Fig. 1: gate-type map
Bar = 20 um.
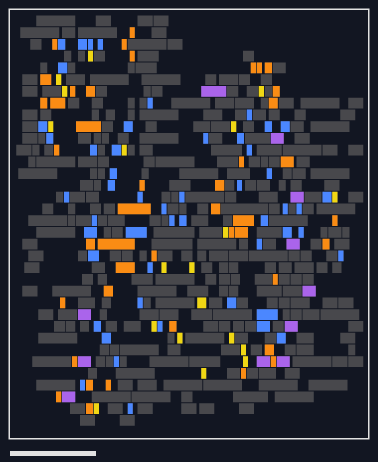
Fig. 2: drive-strength map
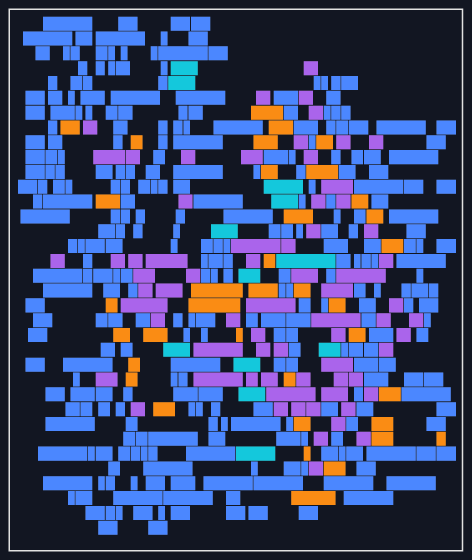
Fig. 3: routing congestion map
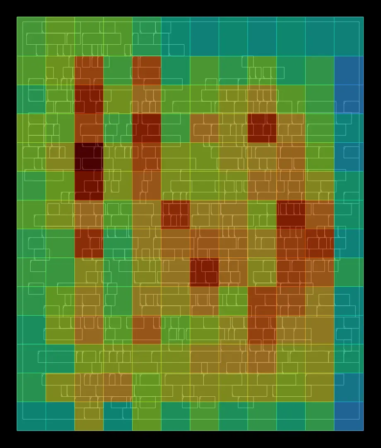
`src/rtl/round_sequencer.sv`:
```
// Game controller for the switch game: arms a prompt, counts down the round,
// judges the player's flip, scores it with tiered points, then runs the break.
module round_sequencer #(
    parameter int ROUND_TIME = 15,
    parameter int BREAK_TIME = 5,
    parameter int ROUND_W    = 7,
    parameter int SCORE_W    = 14
) (
    input  logic               clk,
    input  logic               reset_n,
    input  logic               start,
    input  logic               tick_1hz,
    input  logic               sw_event,
    input  logic               sw_match,
    output logic               new_prompt,
    output logic               prompt_en,
    output logic [5:0]         seconds_left,
    output logic [ROUND_W-1:0] round_num,
    output logic [SCORE_W-1:0] score,
    output logic               game_over,
    output logic [2:0]         state_dbg
);

    // Handshake: start, tick_1hz and sw_event are single-cycle pulses with no
    // back-pressure; sw_match is a level that only matters while sw_event is high.

    typedef enum logic [2:0] {
        ST_IDLE  = 3'd0,
        ST_ARM   = 3'd1,
        ST_PLAY  = 3'd2,
        ST_BREAK = 3'd3,
        ST_OVER  = 3'd4
    } state_t;

    localparam int          TIER_W   = $clog2(SCORE_W - 1);
    localparam logic [TIER_W-1:0] TIER_MAX = TIER_W'(SCORE_W - 2);
    localparam logic [5:0]  ROUND_T  = 6'(ROUND_TIME);
    localparam logic [5:0]  BREAK_T  = 6'(BREAK_TIME);

    state_t             state;
    logic [2:0]         tier_mod5;
    logic [TIER_W-1:0]  tier;
    logic [SCORE_W-1:0] points;
    logic [SCORE_W:0]   score_sum;

    assign state_dbg = state;
    assign points    = {{(SCORE_W-2){1'b0}}, 2'b10} << tier;
    assign score_sum = {1'b0, score} + {1'b0, points};

    always_ff @(posedge clk or negedge reset_n) begin
        if (!reset_n) begin
            state        <= ST_IDLE;
            new_prompt   <= 1'b0;
            prompt_en    <= 1'b0;
            game_over    <= 1'b0;
            seconds_left <= '0;
            round_num    <= '0;
            score        <= '0;
            tier_mod5    <= '0;
            tier         <= '0;
        end else begin
            new_prompt <= 1'b0;
            case (state)
                ST_IDLE: begin
                    if (start) begin
                        state        <= ST_ARM;
                        new_prompt   <= 1'b1;
                        seconds_left <= ROUND_T;
                    end
                end
                ST_ARM: begin
                    state     <= ST_PLAY;
                    prompt_en <= 1'b1;
                end
                ST_PLAY: begin
                    if (start) begin
                        state        <= ST_ARM;
                        new_prompt   <= 1'b1;
                        prompt_en    <= 1'b0;
                        seconds_left <= ROUND_T;
                        score        <= '0;
                        round_num    <= '0;
                        tier_mod5    <= '0;
                        tier         <= '0;
                    end else if (sw_event && sw_match) begin
                        state        <= ST_BREAK;
                        prompt_en    <= 1'b0;
                        seconds_left <= BREAK_T;
                        score        <= score_sum[SCORE_W] ? '1 : score_sum[SCORE_W-1:0];
                        if (round_num != '1)
                            round_num <= round_num + 1'b1;
                        // Tier advances every fifth pass, after this pass is scored.
                        if (tier_mod5 == 3'd4) begin
                            tier_mod5 <= '0;
                            if (tier != TIER_MAX)
                                tier <= tier + 1'b1;
                        end else begin
                            tier_mod5 <= tier_mod5 + 1'b1;
                        end
                    end else if (sw_event || (tick_1hz && seconds_left == 6'd1)) begin
                        state        <= ST_OVER;
                        prompt_en    <= 1'b0;
                        game_over    <= 1'b1;
                        seconds_left <= '0;
                    end else if (tick_1hz) begin
                        seconds_left <= seconds_left - 1'b1;
                    end
                end
                ST_BREAK: begin
                    if (start) begin
                        state        <= ST_ARM;
                        new_prompt   <= 1'b1;
                        seconds_left <= ROUND_T;
                        score        <= '0;
                        round_num    <= '0;
                        tier_mod5    <= '0;
                        tier         <= '0;
                    end else if (tick_1hz) begin
                        if (seconds_left == 6'd1) begin
                            state        <= ST_ARM;
                            new_prompt   <= 1'b1;
                            seconds_left <= ROUND_T;
                        end else begin
                            seconds_left <= seconds_left - 1'b1;
                        end
                    end
                end
                ST_OVER: begin
                    if (start) begin
                        state        <= ST_ARM;
                        new_prompt   <= 1'b1;
                        game_over    <= 1'b0;
                        seconds_left <= ROUND_T;
                        score        <= '0;
                        round_num    <= '0;
                        tier_mod5    <= '0;
                        tier         <= '0;
                    end
                end
                default: begin
                    state <= ST_IDLE;
                end
            endcase
        end
    end

endmodule
```
`config.mk`:
```
export PLATFORM = sky130hd
export DESIGN_NAME = round_sequencer
export DESIGN_NICKNAME = d
export VERILOG_FILES = /design/src/rtl/round_sequencer.sv
export SDC_FILE = /design/constraint.sdc
export NUM_CORES = 1
export LEC_CHECK = 0
export CAP_MARGIN = 20
export CELL_PAD_IN_SITES_DETAIL_PLACEMENT = 0
export CELL_PAD_IN_SITES_GLOBAL_PLACEMENT = 1
export CORE_ASPECT_RATIO = 1.2
export CORE_UTILIZATION = 38
export CTS_CLUSTER_DIAMETER = 80
export DETAILED_ROUTE_END_ITERATION = 10
export HOLD_SLACK_MARGIN = 0.05
export PLACE_DENSITY = 0.76
export SLEW_MARGIN = 10
export SYNTH_ARGS = -nofsm -noshare
export SYNTH_HDL_FRONTEND = slang
export SYNTH_SLANG_ARGS = --single-unit
```
`constraint.sdc`:
```
create_clock -name clk -period 2.3 [get_ports clk]
set_input_delay 0.345 -clock clk [delete_from_list [all_inputs] [get_ports clk]]
set_output_delay 0.345 -clock clk [all_outputs]
set_load 0.02 [all_outputs]
```
==> deck_impl_summary.md <==
Synthesis and Place & Route Summary

Status
  • Status: finished with violations
  • Failing checks: negative setup slack

Timing
  • Final Max Tran Viols: 0
  • Worst slew pin tran: 436 ps
  • Hold WS: around 490 ps
  • Worst relative slew slack: 70.8%
  • Final WS setup: -182 ps
  • Max Clock Skew: 5.37 ps
  • Final hold vios: 0
  • RSZ-0062 raised after global routing: yes
  • Finish-stage setup viols: 14

Setup path
  • CP max-delay cell: dfrtp_2
  • Critical Path AT: around 2700 ps
  • Reg2reg start: tier[1]$_DFFE_PN0P_
  • Startpoint types: register
  • Reg-to-Reg End: score[7]$_DFFE_PN0P_
  • Crit path from: tier[1]$_DFFE_PN0P_
  • Cell depth of the worst setup path: 11
  • Largest stage delay, worst path: 460 ps
  • WS Path Type: register to register
  • R2R cell count: 11
  • Worst EP required: around 2500 ps
  • FF-to-FF setup slack: -180 ps

Clock tree
  • CTS tree: yes
  • Num Clock Sinks: 40
  • Level count of the clock H-tree: 2
  • Clk slew on worst S/H paths: 80 ps
  • Clock Latency Late Sink: 300 ps
  • CTS buffer count: 5
  • CTS root buf: clkbuf_8

Yosys
  • Number of enable flip-flop cells: 0
  • Seq share, synth: 33.5%
  • Yosys cell count: roughly 330
  • Largest cells by area: dfrtp_1 (34%), ha_1 (10%), o21ai_0 (4.2%)
  • Post-Syn Instances: around 330
  • Yosys warning tally: 0
  • Mean Syn Cell Area: around 9.1 um^2
  • Most common flop cell mapped by yosys: dfrtp_1
  • Syn nets: 360
  • Synthesized area: 0.00298 mm^2
  • Yosys synthesis chip area: 0.00298 mm^2
  • Ys async rst share: 100%

Power
  • Pleak: 1.87 nW
  • Sw Share: 39.2%
  • Final Total Pwr: 2.96 mW
  • Sw Pwr: 1.16 mW
  • Worst vdd ir: slightly below 500 uV
  • Cell Int Power: 1.80 mW
  • PwrDens: 712 mW/mm^2

Die
  • Die footprint: 0.00821 mm^2
  • Pre-Place Util: between 30% and 40%
  • Area of the core: 0.00766 mm^2
  • IO Pins: 39

Layout
  • ClkCell Share: 3.04%
  • Clock buf count: 7
  • Largest register FFs: 14
  • Seq cells: 40
  • Comb gates: 259
  • Seq. cell area: approximately 0.001 mm^2
  • Most instantiated logic cells after routing: buf_4 (48), dfrtp_1 (38), clkdlybuf4s50_1 (37)
  • Biggest regs: score x14, round_num x7, seconds_left x6
  • Inverters: 19
  • Largest class: multi-input combinational cells
  • Layout cells sized above 1: 28.1%
  • Ant diodes: 0
  • Reg with most FFs: score

GRT
  • First-pass GRT wire length: 13.0 mm
  • Initial antenna violation count: 0
  • GR Overflow Total: 0
  • Largest net degree at the start of global routing: 26

Placement
  • Inst Count DP: 491
  • I/O Buffers: 38
  • RD Place Congestion: 0.884
  • Post-DP Area: 0.00376 mm^2

Route
  • Initial drt markers: approximately 74
  • DRT Wirelength: slightly below 8 mm
  • Drt wl/cell: approximately 15 um
  • DRC violations left: 0
  • Remaining antenna violation count: 0
  • DR vias: 2791
  • DRT Pass-1 Iters: 4

Flow run
  • Max-Cap Viols: 0
  • Count of tool warnings: 35
## Picture notes: Fig. 1
nand cells: shown in blue, cells 51. inv cells: shown in yellow, cells 19. nor cells: shown in orange, cells 43, where widely spread. xor and xnor cells: shown in purple, cells 11.
Top cell excl fill/tap: buf_4
Comb/total area: 48.8%
non-filler cells in the finished layout: 509

## Picture notes: Fig. 2
x3 and x4: shown in purple, cells 69, share 17%, most used buf_4. x1 and smaller: shown in blue, cells 300, share 72%, most used dfrtp_1. x6 and larger: shown in cyan, cells 12, share 2.9%, most used clkbuf_8. x2: shown in orange, cells 36, share 8.6%, most used a21oi_2.
Final WS setup: -182 ps
fin area: 0.00415 mm^2

## Picture notes: Fig. 3
met2 Resource Use GR: 36.0%
Tot GR Track Use: 19.4%

## power groups by stage
stage	registers (mW)	clock network, mW	logic (mW)
2_1_floorplan	1.05	0	0.751
3_3_place_gp	0.978	0	1.30
3_5_place_dp	0.981	0	1.30
4_1_cts	0.973	0.669	1.33
5_1_grt	0.990	0.698	1.48
6_report	0.971	0.649	1.34
## what timing repair did
| item | 4_1_cts | 5_1_grt |
|---|---|---|
| hold buffers | 1 | 0 |
| pin swaps | 7 | 20 |
| hold endpoints to repair | 15 | 0 |
| gates resized | 25 | 14 |
| setup buffers | 3 | 7 |
| endpoints found under the setup margin | 14 | 14 |
## synthesized netlist by cell type, types with 3 or more instances
cell	instances
dfrtp_1	40
nand2_1	26
o21ai_0	25
ha_1	24
a21oi_1	21
nor2_1	21
inv_1	19
and2_1	14
nand3_1	10
xnor2_1	8
a21o_1	7
nand2b_1	7
nor2b_1	7
nor3_1	7
and3_1	6
buf_2	6
a221o_2	5
a21oi_2	4
nand4_1	4
a221o_1	3
a311oi_1	3
buf_6	3
o211ai_1	3
o21bai_1	3
xor2_1	3
## stage by stage
| step | setup slack, ps | utilization [%] |
|---|---|---|
| after floorplan | -143 | - |
| after global placement | -182 | 49.1 |
| after detailed placement | -298 | 49.1 |
| after CTS | -181 | 52.6 |
| after global routing | -279 | 54.2 |
| final | -182 | 54.2 |
## per-layer routing
layer	share of wire [%]	GRT usage, %	vias to the layer above
met5	0	0	-
met4	2.6	7.56	0
met3	2.4	2.35	20
met2	51	36.0	48
met1	44	22.7	1357
li1	-	-	1366
## logic make-up after synthesis
kind of cell / share of synthesized area [%]
buffers and inverters: 4.78
and+or+nand+nor: 23.6
DFF: 33.5
muxes: 1.05
AOI/OAI and AO/OA: 23.1
adders and majority gates: 10.7
xor gates and xnor gates: 3.23
Power figures rest on the tool's default switching activity, not on a simulated workload.
